Figure 1. Signal wires on met1 (run 1).
Supply wires on this layer in grey.
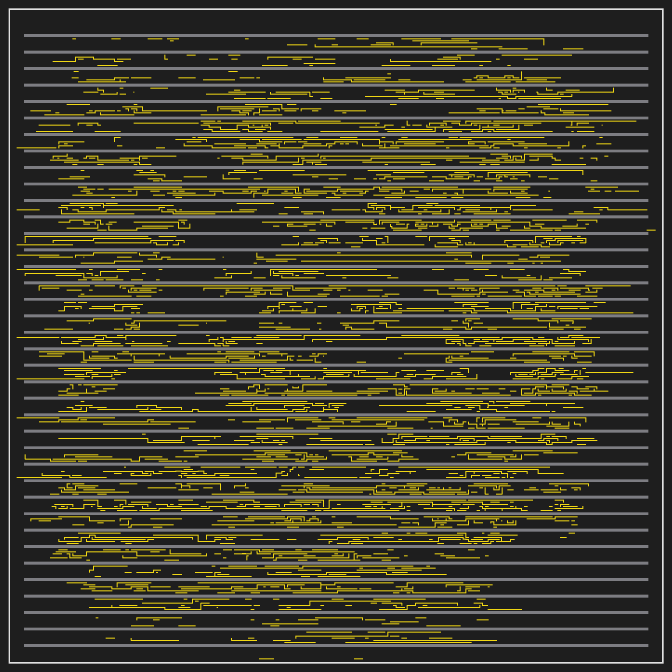
Figure 2. Placement view (run 1).
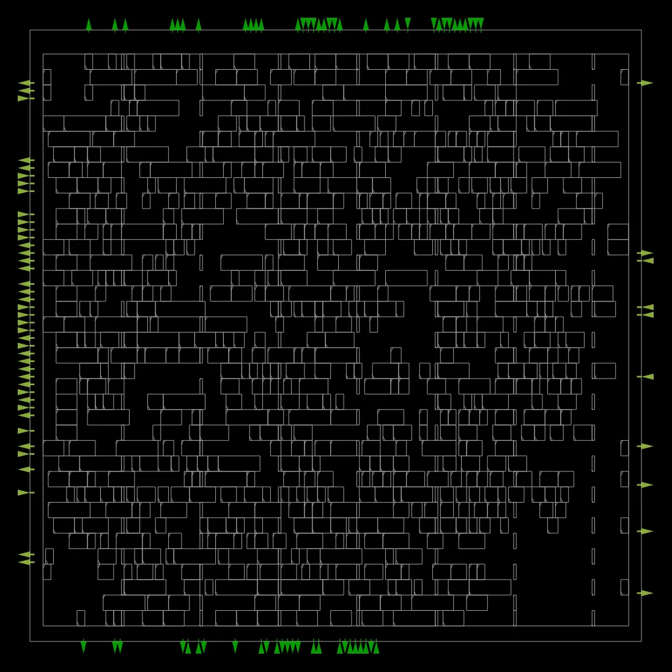
Figure 3. Routed metal, one colour a layer (run 1).
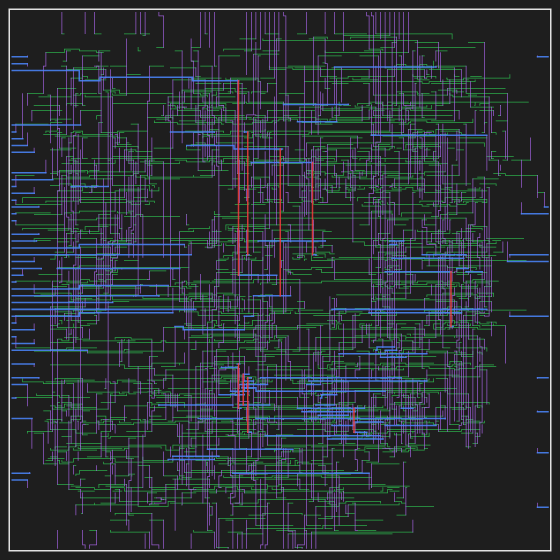
`src/rtl/pcr_clock_counter.sv`:
```
// Local 27 MHz MPEG-2 PCR clock: edge-detects the divided clock, counts base/ext,
// loads and locks to stream PCR samples. Define PCR_JITTER_EN to enable the jitter monitor.
module pcr_clock_counter #(
   parameter int EXT_MOD        = 300,
   parameter int BASE_WIDTH     = 33,
   parameter int EXT_WIDTH      = 9,
   parameter int JITTER_WIDTH   = 16,
   parameter int DISC_THRESHOLD = 2700
) (
   input  logic                           clk2,
   input  logic                           rst,
   input  logic                           clk_pulse_in,
   input  logic                           pcr_load_valid,
   output logic                           pcr_load_ready,
   input  logic [BASE_WIDTH-1:0]          pcr_load_base,
   input  logic [EXT_WIDTH-1:0]           pcr_load_ext,
   output logic [BASE_WIDTH-1:0]          pcr_base,
   output logic [EXT_WIDTH-1:0]           pcr_ext,
   output logic                           tick,
   output logic                           locked,
   output logic                           load_error,
   output logic                           discontinuity,
   output logic signed [JITTER_WIDTH-1:0] jitter,
   output logic                           jitter_valid
);

   typedef enum logic {UNLOCKED = 1'b0, LOCKED = 1'b1} state_t;

   state_t                state_q;
   logic                  prev_q, tick_q, ready_q, load_error_q, disc_q;
   logic [BASE_WIDTH-1:0] base_q, base_d;
   logic [EXT_WIDTH-1:0]  ext_q, ext_d;

   logic                  rise, accept, load_bad, load_ok, disc_d;
   logic [BASE_WIDTH-1:0] db;
   logic signed [31:0]    ext_diff, err;
   logic                  err_oor;

   // NOTE: every signal driven here gets a default first, so no path leaves a latch.
   always_comb begin
      rise     = clk_pulse_in & ~prev_q;
      accept   = pcr_load_valid & ready_q;
      load_bad = accept & (pcr_load_ext >= EXT_WIDTH'(EXT_MOD));
      load_ok  = accept & ~load_bad;

      base_d = base_q;
      ext_d  = ext_q;
      if (load_ok) begin
         base_d = pcr_load_base;
         ext_d  = pcr_load_ext;
      end else if (rise) begin
         if (ext_q == EXT_WIDTH'(EXT_MOD - 1)) begin
            ext_d  = '0;
            base_d = base_q + 1'b1;
         end else begin
            ext_d = ext_q + 1'b1;
         end
      end

      // Error is only meaningful when the bases are at most one 90 kHz tick apart.
      db       = pcr_load_base - base_q;
      ext_diff = $signed(32'(pcr_load_ext)) - $signed(32'(ext_q));
      err      = ext_diff;
      err_oor  = 1'b0;
      if (db == BASE_WIDTH'(1))
         err = ext_diff + EXT_MOD;
      else if (db == '1)
         err = ext_diff - EXT_MOD;
      else if (db != '0)
         err_oor = 1'b1;

      disc_d = load_ok && (state_q == LOCKED) &&
               (err_oor || (err > DISC_THRESHOLD) || (err < -DISC_THRESHOLD));
   end

   // NOTE: sequential state uses non-blocking assignments so every register
   // samples the pre-edge values regardless of statement order.
   always_ff @(posedge clk2) begin
      if (rst) begin
         state_q      <= UNLOCKED;
         prev_q       <= 1'b0;
         tick_q       <= 1'b0;
         ready_q      <= 1'b0;
         load_error_q <= 1'b0;
         disc_q       <= 1'b0;
         base_q       <= '0;
         ext_q        <= '0;
      end else begin
         prev_q       <= clk_pulse_in;
         tick_q       <= rise;
         ready_q      <= 1'b1;
         load_error_q <= load_bad;
         disc_q       <= disc_d;
         base_q       <= base_d;
         ext_q        <= ext_d;
         if (load_ok)
            state_q <= LOCKED;
      end
   end

   assign pcr_load_ready = ready_q;
   assign pcr_base       = base_q;
   assign pcr_ext        = ext_q;
   assign tick           = tick_q;
   assign locked         = (state_q == LOCKED);
   assign load_error     = load_error_q;
   assign discontinuity  = disc_q;

`ifdef PCR_JITTER_EN
   localparam logic signed [31:0] JMAX = (2 ** (JITTER_WIDTH - 1)) - 1;
   localparam logic signed [31:0] JMIN = -(2 ** (JITTER_WIDTH - 1));

   logic signed [JITTER_WIDTH-1:0] jitter_q, jitter_d;
   logic                           jv_q;

   // Out-of-range base difference saturates toward the sign of the difference.
   always_comb begin
      jitter_d = err[JITTER_WIDTH-1:0];
      if (err_oor)
         jitter_d = db[BASE_WIDTH-1] ? JMIN[JITTER_WIDTH-1:0] : JMAX[JITTER_WIDTH-1:0];
      else if (err > JMAX)
         jitter_d = JMAX[JITTER_WIDTH-1:0];
      else if (err < JMIN)
         jitter_d = JMIN[JITTER_WIDTH-1:0];
   end

   always_ff @(posedge clk2) begin
      if (rst) begin
         jitter_q <= '0;
         jv_q     <= 1'b0;
      end else begin
         jv_q <= load_ok && (state_q == LOCKED);
         if (load_ok && (state_q == LOCKED))
            jitter_q <= jitter_d;
      end
   end

   assign jitter       = jitter_q;
   assign jitter_valid = jv_q;
`else
   assign jitter       = '0;
   assign jitter_valid = 1'b0;
`endif

endmodule

```
`config.mk`:
```
export PLATFORM = sky130hd
export DESIGN_NAME = pcr_clock_counter
export DESIGN_NICKNAME = d
export VERILOG_FILES = /design/src/rtl/pcr_clock_counter.sv
export SDC_FILE = /design/constraint.sdc
export NUM_CORES = 1
export LEC_CHECK = 0
export CORE_MARGIN = 2
export CORE_UTILIZATION = 45
export DETAILED_ROUTE_END_ITERATION = 6
export GPL_TIMING_DRIVEN = 1
export PLACE_DENSITY_LB_ADDON = 0.12
export SLEW_MARGIN = 20
export SYNTH_ARGS = -nofsm -noshare
export SYNTH_HDL_FRONTEND = slang
export SYNTH_SLANG_ARGS = --single-unit
```
`constraint.sdc`:
```
create_clock -name clk2 -period 4.6 [get_ports clk2]
set_input_delay 0.92 -clock clk2 [delete_from_list [all_inputs] [get_ports clk2]]
set_output_delay 0.92 -clock clk2 [all_outputs]
set_load 0.05 [all_outputs]
```
==> Slide: Implementation Results, run 1 <==
Synthesis and Place & Route Summary

Synth
  • Commonest register cell after synthesis: dfxtp_1
  • Leading area contributor after synthesis: dfxtp_1
  • Area fraction in and, or, nand and nor cells: 26.6%
  • Complex Gates by Area: 24.9%
  • Largest combinational cell category by area: simple AND/OR/NAND/NOR gates
  • Most frequently used cell type in the post-synthesis netlist: nor2_1
  • Post-synth seq share: 19.9%
  • Top cells by count: nor2_1, nand2_1, dfxtp_1, inv_1, a21oi_1
  • Yosys stat chip area: 4830 um2
  • Netlist cell types: 74
  • Post-Synthesis Mean Instance Area: 7.33 um2
  • Share of the synthesized netlist area taken by xor and xnor gates: 9.61%
  • Max-area cell share: 19.9%
  • MUX area fraction: 0.207%
  • Synthesized flop and latch total: 48

Power and ir drop
  • Leakage component of the power: 2.08 nW
  • Switching share of power: 43.3%
  • Sequential Power Share: 33.3%
  • Top power group: combinational cells
  • VDD IR-drop max: 0.000143 V
  • Post-layout total power: 0.00140 W

Routing
  • Number of DRC violations after detailed-routing iteration 0: 334
  • Remaining number of nets flagged by the antenna check after routing: 0
  • Final routed DRC violation total: 0
  • Highest metal layer used by the detailed router: met4
  • Vias per std cell: 5.70
  • Number of search-and-repair iterations in the first detailed-routing pass: 6
  • Wirelength, routed: 14,200 um
  • M1 WL: 6780 um
  • Routed length on met3: 1080 um

Placed design
  • Standard cell area after detailed placement: 5770 um2
  • Final Wtd Congestion: 0.967
  • Total half-perimeter wirelength after legalization and detailed placement: 11,300 um

Final timing
  • Min Hold Slack: 0.458 ns
  • Total of endpoints with negative setup slack in the final report: 0
  • Setup repair after global routing missed its margin: false
  • Final worst clock skew: 0.0107 ns
  • Maximum clock rate: 238 MHz
  • Minimum clock period: 4.20 ns
  • Final number of max-transition violations: 0
  • Final TNS setup: 0 ns
  • Transition time of the tightest slew-check pin: 0.988 ns

Floorplan
  • Core Area: 10,400 um2
  • Die width: 108 um
  • Core Util at FP: 46.6%
  • Die ar.: 11,600 um2
  • TAP cells: 136

Final layout
  • Nonclk buf count: 98
  • MI comb cells: 533
  • Layout cells sized above 1: 5.57%
  • Storage cell area: 961 um2
  • Multi-input combinational area share: 59.5%
  • Seq area share: 16.4%
  • Largest class: combinational gates
  • Sequential cells: 48
  • Count of non-CTS inverters in the layout: 49
  • Non-filler cells in the finished layout: 872
  • Highest-count cells in the layout ignoring fill and taps: clkdlybuf4s50_1, nor2_1, nand2_1
  • Post-layout instance area: 5860 um2
  • Clock buffers and inverters, area share: 1.54%
  • P&R area growth vs syn: 21.3%
  • CLK BUF: 5
  • Flip-flop count of the largest register after layout: 33

Worst setup path
  • Maximum fanout encountered on the critical timing path: 4
  • Start-to-end type of the worst setup path: primary input to register
  • Crit end category: register
  • Depth of the worst register-to-register path: 12
  • R2r startpoint: pcr_base[9]
  • Beginning of the critical path: pcr_load_base[0]
  • Required time of the worst setup path: 4.80 ns
  • Endpoint of the lowest-slack register-to-register path: discontinuity
  • Internal reg-to-reg setup slack: 1.10 ns
  • Termination of the worst setup path: discontinuity
  • Kind of start point of the critical path: primary input

GRT
  • First-pass GRT wire length: 23,000 um
  • Antenna violations before repair: 0
  • Most used routing layer: met2
  • Grt met3 use: 5.39%
  • Maximum number of pins on one net before global-route repair: 75
  • Met1 track utilization from global routing: 35.2%
  • Met2 Usage GRT: 38.3%

Run
  • OpenROAD warning count: 27
  • Total of max-cap violations: 0

Clock tree
  • Maximum clock path buffer count: 2
  • TritonCTS sink count: 48
  • H-Tree Level Count: 2
  • Hold-fix buffers, CTS: 0
  • Total of cells resized after clock tree synthesis: 0

Hold path
  • Cell depth of the worst min-delay path: 1
  • Hold/Removal Path Class: register to register

Run status
  • Run status: completed
Back to the opening pictures, Figure 1:
wire length on this layer: 6,780 um
longest straight run: 42.8 um

Back to the opening pictures, Figure 2:
Final Core Density: 56.5%
cell row count: 37

Back to the opening pictures, Figure 3:
legend:
  metal 2:
    colour: purple
    wire_length: 6,180 um
  metal 1:
    colour: green
    wire_length: 6,780 um
  metal 3:
    colour: blue
    wire_length: 1,080 um
  metal 4:
    colour: red
    wire_length: 152 um
total global routing track utilization: 24.7%
average routed wire per standard cell: 16.3 um

-- run 1: metrics by stage --
step                utilization (%)  worst slack (ns)
finish                         56.5             0.404
detailed placement             55.6             0.115
floorplan                         -             0.933
global placement               55.6             0.178
CTS                            56.5             0.441
global route                   56.5             0.201
-- run 1: critical path, cell delays in order --
cell	delay (ns)
clkdlybuf4s50_1	0.45
inv_1	0.07
ha_1	0.21
fa_1	0.39
nand2b_1	0.21
a211oi_4	0.35
o21ai_2	0.12
o211ai_2	0.25
a21oi_1	0.11
xor2_1	0.17
or4_1	0.56
nor4_1	0.32
and4_1	0.22
nor3_1	0.05
==> run 1 -> run 2 <==
--- a/config.mk
+++ b/config.mk
@@ -10,6 +10,7 @@
 export DETAILED_ROUTE_END_ITERATION = 6
 export GPL_TIMING_DRIVEN = 1
 export PLACE_DENSITY_LB_ADDON = 0.12
+export SKIP_LAST_GASP = 1
 export SLEW_MARGIN = 20
 export SYNTH_ARGS = -nofsm -noshare
 export SYNTH_HDL_FRONTEND = slang
Figure 4. Routed metal, one colour a layer (run 2).
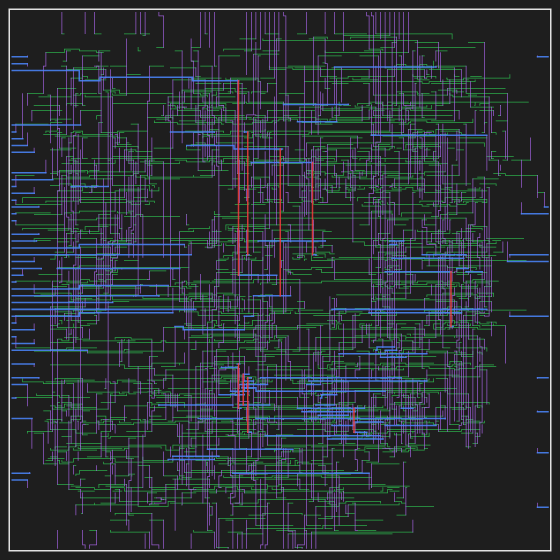
legend:
  metal 4:
    colour: red
    wire_length: 152 um
  metal 1:
    colour: green
    wire_length: 6,780 um
  metal 3:
    colour: blue
    wire_length: 1,080 um
  metal 2:
    colour: purple
    wire_length: 6,180 um
wirelength, routed: 14,200 um
overall via count from detail_route: 4,968

Figure 5. Placement view (run 2).
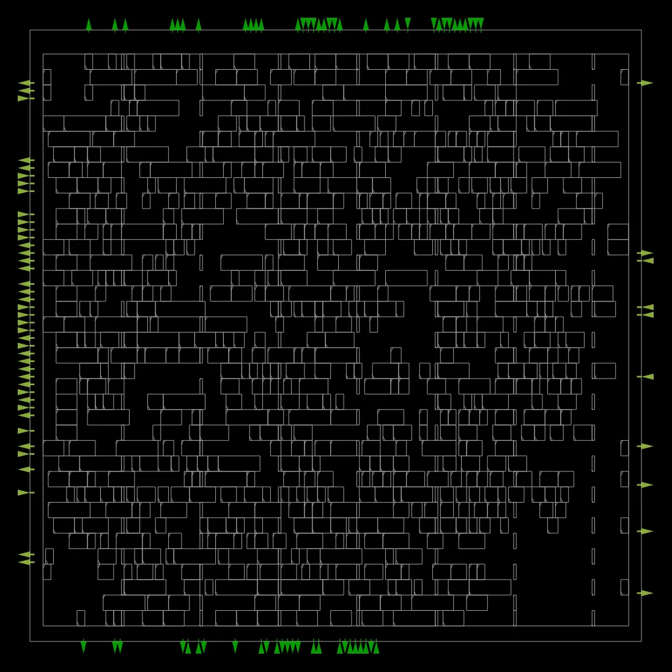
TAP cells: 136
fill cell instance count of the final layout: 1,024
Seq area share: 16.4%

==> Slide: Implementation Results, run 2 <==
Synthesis and Place & Route Summary

Clock tree
  • TritonCTS sink count: 48
  • CTS tree: built
  • Post-CTS clock slew at the launch and capture registers of the worst setup and hold paths: 0.10 ns
  • Maximum clock path buffer count: 2
  • Root Buffer: clkbuf_8
  • Inserted Clock Buffers: 5
  • Post-CTS setup buffers: 0
  • Hold-fix buffers, CTS: 0
  • Total of cells resized after clock tree synthesis: 0
  • H-Tree Level Count: 2
  • Worst-skew pair later-pin latency: 0.32 ns

Floorplan
  • Die width: 108 um
  • Core Util at FP: 46.6%
  • Core Area: 10,400 um2
  • Cell row count: 37
  • Ports placed on the boundary: 110
  • Die ar.: 11,600 um2
  • Height of the die: 108 um

Final timing
  • Transition time of the tightest slew-check pin: 0.988 ns
  • Final setup margin: 0.404 ns
  • Final worst clock skew: 0.0107 ns
  • Final clock period utilization by the worst path: 91.2%
  • Minimum clock period: 4.20 ns
  • Setup repair after global routing missed its margin: false
  • Maximum clock rate: 238 MHz
  • Min Hold Slack: 0.458 ns
  • Total of endpoints with negative setup slack in the final report: 0
  • Hold violation total from the final report: 0
  • Max-slew headroom at the worst pin: 34.0%
  • Final number of max-transition violations: 0
  • Final TNS setup: 0 ns

Synth
  • Ranking of synthesized cells by area: dfxtp_1, ha_1, xnor2_1
  • Top cells by count: nor2_1, nand2_1, dfxtp_1, inv_1, a21oi_1
  • Most frequently used cell type in the post-synthesis netlist: nor2_1
  • Tally of yosys warning messages: 0
  • Yosys cell count: 659
  • Total standard cell area after synthesis: 4830 um2
  • Synthesized flop and latch total: 48
  • Post-Synthesis Mean Instance Area: 7.33 um2
  • Max-area cell share: 19.9%
  • Leading area contributor after synthesis: dfxtp_1
  • Commonest register cell after synthesis: dfxtp_1
  • Number of flops mapped to enable cells by yosys: 0
  • Post-synth ARST share: 0%
  • Netlist cell types: 74
  • Number of cells produced by synthesis: 659
  • Yosys stat chip area: 4830 um2
  • Post-synth seq share: 19.9%

Final layout
  • Non-filler cells in the finished layout: 872
  • Most instantiated logic cell after routing: clkdlybuf4s50_1
  • Count of non-CTS inverters in the layout: 49
  • Largest class: combinational gates
  • MI comb cells: 533
  • Post-layout net count: 817
  • Flip-flop count of the largest register after layout: 33
  • Final Core Density: 56.5%
  • Layout cells sized above 1: 5.57%
  • Multi-input combinational cell area: 3490 um2
  • P&R area growth vs syn: 21.3%
  • CLK BUF: 5
  • Final non-clock buffer share: 16.5%
  • Sequential cells: 48
  • Clock buffers and inverters, area share: 1.54%
  • Multi-input combinational area share: 59.5%
  • Post-layout instance area: 5860 um2
  • Antenna fix cells: 0
  • Storage cell area: 961 um2
  • Nonclk buf count: 98
  • Highest-count cells in the layout ignoring fill and taps: clkdlybuf4s50_1, nor2_1, nand2_1

Worst setup path
  • Start-to-end type of the worst setup path: primary input to register
  • Crit end category: register
  • Beginning of the critical path: pcr_load_base[0]
  • Endpoint of the lowest-slack register-to-register path: discontinuity
  • Kind of start point of the critical path: primary input
  • CP delay by family, top: simple AND/OR/NAND/NOR gates
  • Termination of the worst setup path: discontinuity
  • Cell with the largest stage delay on the worst path: or4_1
  • Data arrival, critical path: 4.40 ns
  • R2r startpoint: pcr_base[9]
  • Required time of the worst setup path: 4.80 ns
  • Internal reg-to-reg setup slack: 1.10 ns
  • Worst path max stage delay: 0.56 ns
  • Depth of the critical timing path with buffers and inverters included: 14
  • Depth of the worst register-to-register path: 12
  • Number of buffer and inverter stages on the critical path: 2
  • Crit-path cells: clkdlybuf4s50_1 -> inv_1 -> ha_1 -> fa_1 -> nand2b_1 -> a211oi_4 -> o21ai_2 -> o211ai_2 -> a21oi_1 -> xor2_1 -> or4_1 -> nor4_1 -> and4_1 -> nor3_1
  • Maximum fanout encountered on the critical timing path: 4

Routing
  • Routed length on met3: 1080 um
  • Final routed DRC violation total: 0
  • Number of search-and-repair iterations in the first detailed-routing pass: 6
  • Met2 layer wire length in the routed design: 6180 um
  • Number of DRC violations after detailed-routing iteration 0: 334
  • Highest metal layer used by the detailed router: met4
  • Vias per std cell: 5.70
  • Average routed wire per standard cell: 16.3 um
  • M1 WL: 6780 um
  • Remaining number of nets flagged by the antenna check after routing: 0

GRT
  • Grt ovf: 0
  • Maximum number of pins on one net before global-route repair: 75
  • Met1 track utilization from global routing: 35.2%
  • Number of global-route vias before repair: 4,624
  • First-pass GRT wire length: 23,000 um
  • Antenna violations before repair: 0
  • Total global routing track utilization: 24.7%
  • Met2 Usage GRT: 38.3%
  • Most used routing layer: met2
  • Grt met3 use: 5.39%

Placed design
  • Placed instance count: 864
  • Final Wtd Congestion: 0.967
  • Total half-perimeter wirelength after legalization and detailed placement: 11,300 um
  • DP Worst Slack: 0.115 ns
  • Standard cell area after detailed placement: 5770 um2
  • IO buf count: 92

Run
  • OpenROAD warning count: 27
  • Total of max-cap violations: 0

Hold path
  • Hold/Removal Path Class: register to register
  • Cell depth of the worst min-delay path: 1
  • Start point of the worst min-delay path: prev_q
  • WHS Endpoint: tick

Power and ir drop
  • Leakage component of the power: 2.08 nW
  • VDD IR-drop max: 0.000143 V
  • Power density over cell area: 239 nW/um2
  • Post-layout total power: 0.00140 W

Run status
  • Run status: completed
run 2: kinds of logic (layout without fill, tap and decap cells):
group | count (synthesis) | in the layout | share of synthesized area [%]
flip-flops | 48 | 48 | 19.9
buffers and inverters | 94 | 155 | 9.25
adder cells (fa/ha/maj) | 36 | 36 | 9.48
multiplexers | 1 | 1 | 0.207
XOR/XNOR | 53 | 53 | 9.61
other | 1 | 17 | 0.0777
AND/OR/NAND/NOR | 252 | 252 | 26.6
AND-OR/OR-AND | 174 | 174 | 24.9
run 2: where the power goes:
group / switching, W / leakage [nW] / total, W / internal (W)
clock network: 0.000165 / 0.0445 / 0.000273 / 0.000108
logic: 0.000415 / 1.64 / 0.000660 / 0.000245
registers: 0.0000271 / 0.394 / 0.000467 / 0.000440
==> run 2 -> run 3 <==
--- a/config.mk
+++ b/config.mk
@@ -5,11 +5,13 @@
 export SDC_FILE = /design/constraint.sdc
 export NUM_CORES = 1
 export LEC_CHECK = 0
+export CAP_MARGIN = 30
 export CORE_MARGIN = 2
 export CORE_UTILIZATION = 45
 export DETAILED_ROUTE_END_ITERATION = 6
 export GPL_TIMING_DRIVEN = 1
 export PLACE_DENSITY_LB_ADDON = 0.12
+export SETUP_SLACK_MARGIN = 0.2
 export SKIP_LAST_GASP = 1
 export SLEW_MARGIN = 20
 export SYNTH_ARGS = -nofsm -noshare
Figure 6. Placement view (run 3).
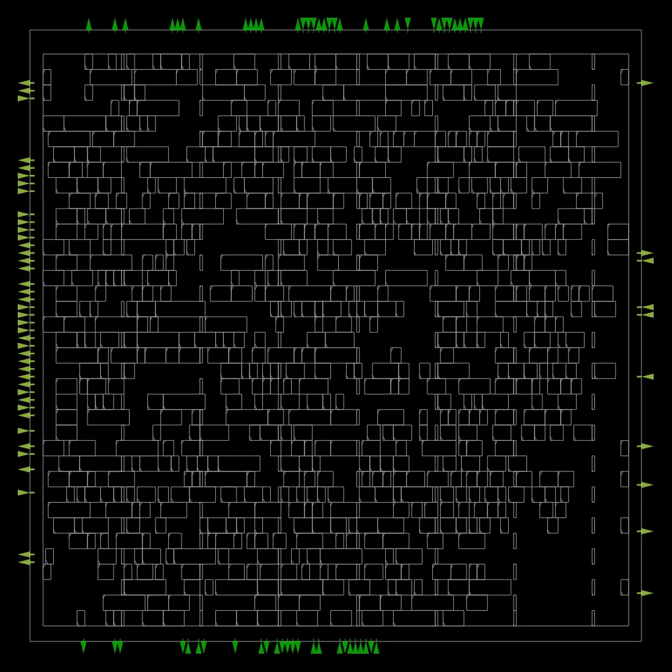
Final Core Density: 56.6%
non-filler cells in the finished layout: 873
Seq area share: 16.4%

==> Slide: Implementation Results, run 3 <==
Synthesis and Place & Route Summary

Clock tree
  • Post-CTS clock slew at the launch and capture registers of the worst setup and hold paths: 0.11 ns
  • CTS tree: built
  • Maximum clock path buffer count: 2
  • Worst-skew pair later-pin latency: 0.32 ns
  • Post-CTS setup buffers: 0
  • H-Tree Level Count: 2
  • Total of cells resized after clock tree synthesis: 0
  • Inserted Clock Buffers: 5
  • Hold-fix buffers, CTS: 0
  • TritonCTS sink count: 48
  • Root Buffer: clkbuf_8

Final layout
  • Most instantiated logic cell after routing: clkdlybuf4s50_1
  • Multi-input combinational cell area: 3490 um2
  • P&R area growth vs syn: 21.5%
  • Highest-count cells in the layout ignoring fill and taps: clkdlybuf4s50_1, nor2_1, nand2_1
  • Post-layout net count: 818
  • Layout cells sized above 1: 5.70%
  • Fill cell instance count of the final layout: 1,024
  • Flip-flop count of the largest register after layout: 33
  • Storage cell area: 961 um2
  • Post-layout instance area: 5860 um2

Power and ir drop
  • Switching share of power: 43.3%
  • Proportion of power drawn by the clock network: 19.5%
  • Net switching power of the design: 0.000607 W
  • Part of the power in combinational logic: 47.2%
  • Top power group: combinational cells
  • Post-layout total power: 0.00140 W
  • Total internal power: 0.000794 W
  • Combinational cell power: 0.000661 W
  • Sequential Power Share: 33.3%
  • Leakage component of the power: 2.08 nW
  • VDD IR-drop max: 0.000145 V
  • Power density over cell area: 239 nW/um2
  • Flip-flop and latch power: 0.000467 W

Synth
  • Post-synth seq share: 19.9%
  • Yosys stat chip area: 4830 um2
  • Tally of yosys warning messages: 0
  • Yosys cell count: 659
  • Ranking of synthesized cells by area: dfxtp_1, ha_1, xnor2_1
  • Top cells by count: nor2_1, nand2_1, dfxtp_1, inv_1, a21oi_1
  • Commonest register cell after synthesis: dfxtp_1
  • Max-area cell share: 19.9%
  • Number of flops mapped to enable cells by yosys: 0
  • Leading area contributor after synthesis: dfxtp_1
  • Post-synth ARST share: 0%
  • Post-Synthesis Mean Instance Area: 7.33 um2
  • Netlist cell types: 74
  • Number of cells produced by synthesis: 659
  • Most frequently used cell type in the post-synthesis netlist: nor2_1
  • Synthesized flop and latch total: 48
  • Total standard cell area after synthesis: 4830 um2

Placed design
  • Final Wtd Congestion: 0.967
  • IO buf count: 92
  • Total half-perimeter wirelength after legalization and detailed placement: 11,300 um
  • Standard cell area after detailed placement: 5770 um2
  • DP Worst Slack: 0.115 ns

Final timing
  • Final number of max-transition violations: 0
  • Min Hold Slack: 0.461 ns
  • Setup repair after global routing missed its margin: false
  • Maximum clock rate: 238 MHz
  • Total of endpoints with negative setup slack in the final report: 0
  • Final TNS setup: 0 ns
  • Final setup margin: 0.396 ns
  • Minimum clock period: 4.20 ns
  • Hold violation total from the final report: 0
  • Max-slew headroom at the worst pin: 49.7%
  • Final worst clock skew: 0.0135 ns
  • Transition time of the tightest slew-check pin: 0.751 ns
  • Final clock period utilization by the worst path: 91.4%

Floorplan
  • Height of the die: 108 um
  • Ports placed on the boundary: 110
  • Die width: 108 um
  • Core Util at FP: 46.6%
  • Core Area: 10,400 um2
  • Cell row count: 37
  • Die ar.: 11,600 um2

Worst setup path
  • Internal reg-to-reg setup slack: 1.10 ns
  • Data arrival, critical path: 4.41 ns
  • Beginning of the critical path: pcr_load_base[0]
  • Crit-path cells: clkdlybuf4s50_1 -> inv_1 -> ha_1 -> fa_1 -> nand2b_1 -> a211oi_4 -> o21ai_2 -> o211ai_2 -> a21oi_1 -> xor2_1 -> or4_1 -> nor4_1 -> and4_1 -> nor3_1
  • R2r startpoint: pcr_base[9]
  • Crit end category: register
  • Cell with the largest stage delay on the worst path: or4_1
  • Termination of the worst setup path: discontinuity
  • Number of buffer and inverter stages on the critical path: 2
  • Start-to-end type of the worst setup path: primary input to register
  • Worst path max stage delay: 0.57 ns
  • Depth of the critical timing path with buffers and inverters included: 14
  • CP delay by family, top: simple AND/OR/NAND/NOR gates
  • Depth of the worst register-to-register path: 12
  • Maximum fanout encountered on the critical timing path: 4
  • Kind of start point of the critical path: primary input
  • Endpoint of the lowest-slack register-to-register path: discontinuity
  • Required time of the worst setup path: 4.80 ns

Routing
  • Number of DRC violations after detailed-routing iteration 0: 342
  • Number of search-and-repair iterations in the first detailed-routing pass: 5
  • Final routed DRC violation total: 0
  • Remaining number of nets flagged by the antenna check after routing: 0
  • Vias per std cell: 5.72
  • Overall via count from detail_route: 4,993
  • Wirelength, routed: 14,200 um
  • Average routed wire per standard cell: 16.3 um

Hold path
  • WHS Endpoint: tick
  • Cell depth of the worst min-delay path: 1
  • Start point of the worst min-delay path: prev_q
  • Hold/Removal Path Class: register to register

GRT
  • Maximum number of pins on one net before global-route repair: 75
  • First-pass GRT wire length: 23,000 um
  • Number of global-route vias before repair: 4,624
  • Grt ovf: 0
  • Total global routing track utilization: 24.7%
  • Antenna violations before repair: 0

Run status
  • Run status: completed

Run
  • Total of max-cap violations: 0
  • OpenROAD warning count: 27
Figure 7. Signal wires on met1 (run 3).
Supply wires on this layer in grey.
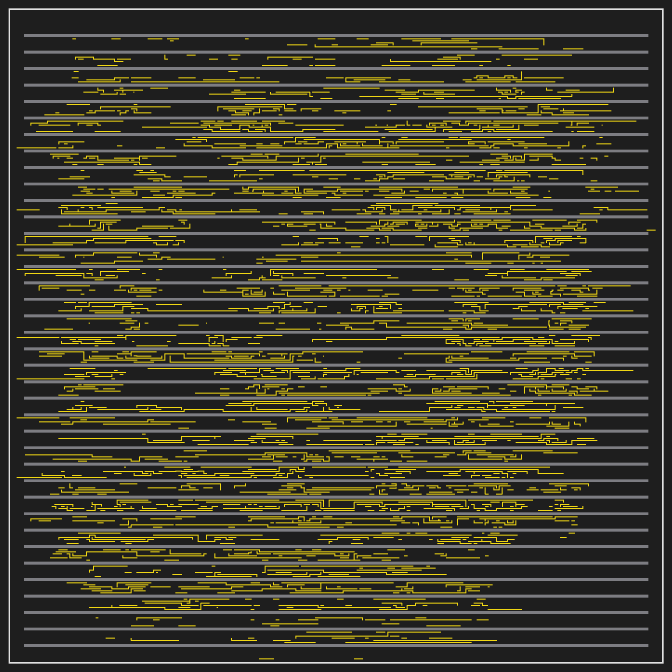
nets with wire on the layer: 736
share of all routed wire: 47%
main direction: horizontal
longest straight run: 42.8 um
wire length on this layer: 6,710 um

## run 3: cell counts after synthesis
Identical to the previous run, type by type.
## run 3: layer usage
metal / part of all wire [%] / track usage [%]
met5: 0 / 0
met4: 0.95 / 4.95
met3: 7.7 / 5.39
met2: 44 / 38.3
met1: 47 / 35.2
## run 3: layout make-up
class	count	share of cell area (%)
inverters	49	3.14
flip-flops and latches	48	16.4
well taps	136	2.90
clock inverters	3	0.363
multi-input cells	533	59.4
repair buffers	99	16.6
clock buffers	5	1.17
## run 3: logic make-up after synthesis
logic type                 after synthesis  share of synthesized area [%]
buffers and inverters                   94                           9.25
DFF                                     48                           19.9
and+or+nand+nor                        252                           26.6
muxes                                    1                          0.207
adders and majority gates               36                           9.48
AOI/OAI and AO/OA                      174                           24.9
xor gates and xnor gates                53                           9.61
other                                    1                         0.0777
Power figures rest on the tool's default switching activity, not on a simulated workload.
